Figure 1. Clock wires, drivers and flops.
Drawn at 3 px/um.
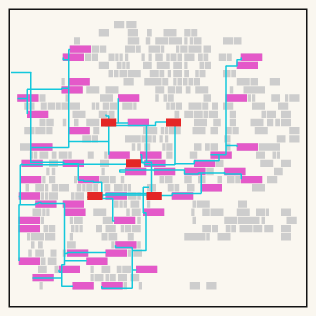
Figure 2. Selected gate families.
Drawn at 3 px/um.
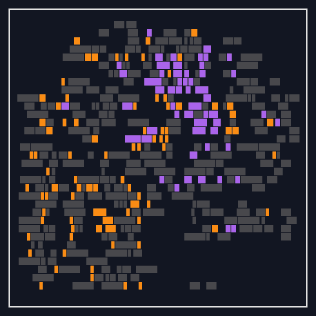
### src/rtl/time_entry.sv
// Push-button editor for the microwave min:sec preset, kept as four BCD digits.
// Define TIME_ENTRY_AUTOREPEAT_EN to add hold-to-repeat on the up/down buttons.
module time_entry #(
    parameter int HOLD_CYCLES   = 50000000,
    parameter int REPEAT_CYCLES = 10000000,
    parameter int BLINK_CYCLES  = 25000000
) (
    input  logic       clock,
    input  logic       reset,
    input  logic       up,
    input  logic       down,
    input  logic       next,
    input  logic       clear,
    input  logic       lock,
    output logic [6:0] min,
    output logic [6:0] sec,
    output logic [1:0] sel,
    output logic [3:0] blank,
    output logic       valid
);

    // One counter width serves both the blink timer and the repeat timer.
    localparam int HR_MAX  = (HOLD_CYCLES > REPEAT_CYCLES) ? HOLD_CYCLES : REPEAT_CYCLES;
    localparam int CNT_MAX = (HR_MAX > BLINK_CYCLES) ? HR_MAX : BLINK_CYCLES;
    localparam int CNT_W   = $clog2(CNT_MAX + 1);

    localparam logic [CNT_W-1:0] CNT_ONE    = CNT_W'(1);
    localparam logic [CNT_W-1:0] BLINK_LAST = CNT_W'(BLINK_CYCLES - 1);

    logic [3:0] su, st, mu, mt;
    logic       up_prev, down_prev, next_prev, clear_prev;
    logic       up_ev, down_ev, next_ev, clear_ev;
    logic       rep_up, rep_down;
    logic       inc, dec;
    logic [3:0] cur_digit, digit_top, new_digit;
    logic [CNT_W-1:0] blink_cnt;
    logic       blink_phase;

    assign up_ev    = up    & ~up_prev;
    assign down_ev  = down  & ~down_prev;
    assign next_ev  = next  & ~next_prev;
    assign clear_ev = clear & ~clear_prev;

    always_ff @(posedge clock) begin
        if (reset) begin
            up_prev    <= 1'b0;
            down_prev  <= 1'b0;
            next_prev  <= 1'b0;
            clear_prev <= 1'b0;
        end else begin
            up_prev    <= up;
            down_prev  <= down;
            next_prev  <= next;
            clear_prev <= clear;
        end
    end

`ifdef TIME_ENTRY_AUTOREPEAT_EN
    localparam logic [CNT_W-1:0] HOLD_LAST   = CNT_W'(HOLD_CYCLES - 1);
    localparam logic [CNT_W-1:0] REPEAT_LAST = CNT_W'(REPEAT_CYCLES - 1);

    typedef enum logic [1:0] {
        RPT_IDLE,
        RPT_HOLD,
        RPT_REPEAT
    } rpt_state_t;

    rpt_state_t       rpt_state;
    logic             rpt_is_up;
    logic [CNT_W-1:0] rpt_cnt;
    logic             held, other, single_ev, cnt_done;

    always_comb begin
        held      = rpt_is_up ? up : down;
        other     = rpt_is_up ? down : up;
        single_ev = up_ev ^ down_ev;
        cnt_done  = (rpt_state == RPT_HOLD) ? (rpt_cnt == HOLD_LAST)
                                            : (rpt_cnt == REPEAT_LAST);
        rep_up    = 1'b0;
        rep_down  = 1'b0;
        if (rpt_state != RPT_IDLE && !lock && !clear_ev && !single_ev &&
            held && !other && cnt_done) begin
            rep_up   = rpt_is_up;
            rep_down = ~rpt_is_up;
        end
    end

    // The counter restarts on the triggering edge and on every repeat it issues.
    always_ff @(posedge clock) begin
        if (reset) begin
            rpt_state <= RPT_IDLE;
            rpt_is_up <= 1'b0;
            rpt_cnt   <= '0;
        end else if (lock || clear_ev) begin
            rpt_state <= RPT_IDLE;
        end else if (single_ev) begin
            rpt_state <= RPT_HOLD;
            rpt_is_up <= up_ev;
            rpt_cnt   <= '0;
        end else if (rpt_state != RPT_IDLE) begin
            if (!held || other) begin
                rpt_state <= RPT_IDLE;
            end else if (cnt_done) begin
                rpt_state <= RPT_REPEAT;
                rpt_cnt   <= '0;
            end else begin
                rpt_cnt <= rpt_cnt + CNT_ONE;
            end
        end
    end
`else
    assign rep_up   = 1'b0;
    assign rep_down = 1'b0;
`endif

    always_comb begin
        cur_digit = su;
        digit_top = 4'd9;
        unique case (sel)
            2'd0: begin cur_digit = su; digit_top = 4'd9; end
            2'd1: begin cur_digit = st; digit_top = 4'd5; end
            2'd2: begin cur_digit = mu; digit_top = 4'd9; end
            2'd3: begin cur_digit = mt; digit_top = 4'd9; end
        endcase
        inc       = up_ev | rep_up;
        dec       = down_ev | rep_down;
        new_digit = cur_digit;
        if (inc && !dec)
            new_digit = (cur_digit >= digit_top) ? 4'd0 : cur_digit + 4'd1;
        else if (dec && !inc)
            new_digit = (cur_digit == 4'd0 || cur_digit > digit_top) ? digit_top : cur_digit - 4'd1;
    end

    // The edit lands on the current digit before next moves the selection.
    always_ff @(posedge clock) begin
        if (reset) begin
            su  <= 4'd0;
            st  <= 4'd0;
            mu  <= 4'd0;
            mt  <= 4'd0;
            sel <= 2'd0;
        end else if (!lock) begin
            if (clear_ev) begin
                su  <= 4'd0;
                st  <= 4'd0;
                mu  <= 4'd0;
                mt  <= 4'd0;
                sel <= 2'd0;
            end else begin
                unique case (sel)
                    2'd0: su <= new_digit;
                    2'd1: st <= new_digit;
                    2'd2: mu <= new_digit;
                    2'd3: mt <= new_digit;
                endcase
                if (next_ev)
                    sel <= sel + 2'd1;
            end
        end
    end

    always_ff @(posedge clock) begin
        if (reset || lock) begin
            blink_cnt   <= '0;
            blink_phase <= 1'b0;
        end else if (blink_cnt == BLINK_LAST) begin
            blink_cnt   <= '0;
            blink_phase <= ~blink_phase;
        end else begin
            blink_cnt <= blink_cnt + CNT_ONE;
        end
    end

    assign sec   = 7'(st) * 7'd10 + 7'(su);
    assign min   = 7'(mt) * 7'd10 + 7'(mu);
    assign valid = |{su, st, mu, mt};
    assign blank = (lock || !blink_phase) ? 4'b0000 : (4'b0001 << sel);

endmodule
### config.mk
export PLATFORM = sky130hd
export DESIGN_NAME = time_entry
export DESIGN_NICKNAME = d
export VERILOG_FILES = /design/src/rtl/time_entry.sv
export SDC_FILE = /design/constraint.sdc
export NUM_CORES = 1
export LEC_CHECK = 0
export CORE_MARGIN = 2
export CORE_UTILIZATION = 35
export DETAILED_ROUTE_END_ITERATION = 10
export PLACE_DENSITY = 0.54
export SYNTH_ARGS = -nofsm -noshare
export SYNTH_HDL_FRONTEND = slang
export SYNTH_SLANG_ARGS = --single-unit
### constraint.sdc
create_clock -name clock -period 5.6 [get_ports clock]
set_input_delay 0.56 -clock clock [delete_from_list [all_inputs] [get_ports clock]]
set_output_delay 0.56 -clock clock [all_outputs]
set_load 0.01 [all_outputs]
==> qor.csv <==
stage,metric,value,unit
job,Tool Warnings,33,
power,Pleak,1.28,nW
synth,synthesis area per yosys,3140,um2
cells_and_area,Area-dominant class,logic gates,
min_path,worst min-delay path class,register to register,
cts,postcts setup bufs,0,
synth,Cell area leaders,"dfxtp_1 (31%), ha_1 (9.2%), nor2_1 (6.5%)",
placement,post-DP HPWL,5150,um
synth,"Avg Cell Area, Syn",8.58,um2
power,Seq group,0.000369,W
detailed_routing,Met3 Routed Length,261,um
detailed_routing,Post-route DRC,0,
critical_path,Critical Path Most Common Cell,ha_1,
synth,"Async S/R FF share, synth",0,%
timing,worst-margin pin slew,840,ps
detailed_routing,WL met2,3020,um
cts,clk buf depth,2,
power,Sw Pwr,0.000243,W
timing,Worst slew margin,44.0,%
detailed_routing,Vias,2526,
global_route,largest net degree at the start of global routing,27,
placement,Final GP Congestion,0.847,
detailed_routing,wire per inst,13.7,um
timing,Tmin final,3310,ps
cts,total CTS buffers,5,
synth,MUX area fraction,0.678,%
cts,CTS tree,yes,
power,Top power group,sequential cells,
power,Logic pwr share,22.1,%
cts,cells resized by post-CTS repair,0,
run_status,status,completed,
power,clock share of power,30.0,%
cells_and_area,fraction of area in registers,27.6,%
global_route,gr usage total,14.3,%
cells_and_area,Comb gate area,2000,um2
die,Die Area,9740,um2
global_route,routing usage on met1,20.8,%
synth,Synth Area in Compound Gates,15.1,%
cells_and_area,Biggest register,blink_cnt,
cells_and_area,Ant. Diodes,0,
cells_and_area,max reg flops,26,
cells_and_area,NonClk Buf Share,7.82,%
cells_and_area,nets@finish,422,
placement,IO buf count,27,
global_route,M2 GR Usage,22.3,%
cts,CTS root buf,clkbuf_8,
synth,comb area leader,simple AND/OR/NAND/NOR gates,
critical_path,CP max stage delay,480,ps
detailed_routing,antenna-violating nets left,0,
critical_path,"delay-heaviest family, CP",AND-OR/OR-AND gates,
timing,Final Setup Violations,0,
critical_path,Buf/Inv on CP,1,
critical_path,reg2reg end,mt[2],
synth,syn_nets,400,
cells_and_area,Reg area,981,um2
critical_path,crit path cell chain,"inv_1, ha_1, a21oi_1, a22oi_2, ha_1, nor2b_1, o21a_1, a32o_1, o21ai_2, a32oi_2, a2111oi_1",
timing,fin crit share,59.1,%
detailed_routing,DRT Pass-1 Iters,4,
global_route,total gr overflow,0,
detailed_routing,Via density,5.08,
cells_and_area,inverter count,17,
synth,"Seq share, synth",31.2,%
die,tapcell count,108,
synth,Synth Flop Type,dfxtp_1,
cts,clk sinks,49,
die,core area,8720,um2
cells_and_area,Finished Core Util,40.7,%
critical_path,worst path required time,5790,ps
cells_and_area,layout cells sized above 1,8.23,%
die,Die Y,98.7,um
critical_path,CP endpoint kind,register,
timing,Max Freq,0.302,GHz
cells_and_area,mi-comb count,287,
synth,Area leader share,31.2,%
synth,Post-Synth Adder-Cell Area,12.1,%
power,P_int,0.000528,W
synth,xor+xnor area frac,9.76,%
synth,Cells after Synth,366,
cells_and_area,sequential cells,49,
detailed_routing,Post-Route M1 WL,3470,um
synth,"area leader, netlist",dfxtp_1,
global_route,initial antenna violation count,0,
job,max-cap check violation count,0,
critical_path,highest net fanout along the worst path,13,
power,Switching Share,31.5,%
global_route,first-pass GRT wire length,11600,um
die,die width,98.7,um
detailed_routing,DR iter-0 viols,117,
synth,Yosys cell types,56,
die,Initial Utilization,36.0,%
critical_path,reg2reg setup slack,2290,ps
critical_path,Crit-path slowest cell,a22oi_2,
cells_and_area,# clk buffers,5,
detailed_routing,final wirelength,6800,um
cells_and_area,non-clock buffer count,28,
die,io pins,28,
synth,Synth Register Bits,49,
critical_path,"Worst Path Class, Setup",register to register,
power,worst vdd ir,0.111,mV
min_path,Worst Hold Launch,blink_cnt[0],
cts,CTS HTree Levels,2,
cells_and_area,most frequent logic cell in the layout,nor2_1,
synth,"area fraction in and, or, nand and nor cells",26.1,%
global_route,vias in the first global route,2348,
critical_path,Worst Path Arrival,3500,ps
synth,Post-Synthesis Cell Area,3140,um2
timing,Fin Setup TNS,0,ps
die,Site Rows,34,
synth,"count leader, synth",nor2_1,
critical_path,RR Startpoint,sel[0],
cells_and_area,fill count,871,
critical_path,Startpoint Class,register,
cts,"CTS clk-pin slew, worst paths",110,ps
min_path,cell count of the worst hold path,1,
power,Seq pwr share,47.9,%
cells_and_area,Top cells excl fill/tap,"nor2_1 (54), dfxtp_1 (49), clkdlybuf4s50_1 (27)",
power,P_comb,0.000170,W
synth,count of library flops with an enable pin,0,
detailed_routing,highest routed layer,met4,
timing,RSZ-0062 raised after global routing,no,
Notes on Figure 1 above:
[cyan] clock wires | length: 669 um
[red] clock drivers | count: 5
[magenta] flip-flops | count: 49
routed clock nets: 6
Latency at later pin: 310 ps
Worst Skew: 10.7 ps

Notes on Figure 2 above:
[purple] inverting AOI/OAI gates | cells: 55 | most used: o21ai_0
[orange] NOR gates | cells: 83 | most used: nor2_1

## per-stage QoR
stage                     area [um2]  std cells  hold WS, ps  setup WS (ps)  power [W]
final                           3550        497          494           2290   0.000770
after global routing            3550        497          532           1970   0.000815
after CTS                       3550        497          498           2270   0.000779
after detailed placement        3460        489          471           2300   0.000547
after global placement          3460        489          465           2430   0.000547
after floorplan                 3140        366          441           2690   0.000495
## worst max path at each step
stage                     startpoint    end  slack [ps]  depth (start not counted)
after floorplan               sel[0]  mt[2]        2690                         13
after global placement        sel[0]  mu[0]        2430                         12
after detailed placement      sel[0]  mt[2]        2300                         11
after CTS                     sel[0]  mt[2]        2270                         11
after global routing          sel[0]  mt[2]        1970                         11
final                         sel[0]  mt[2]        2290                         11
No activity file was given, so power comes from the tool's default toggle rates.
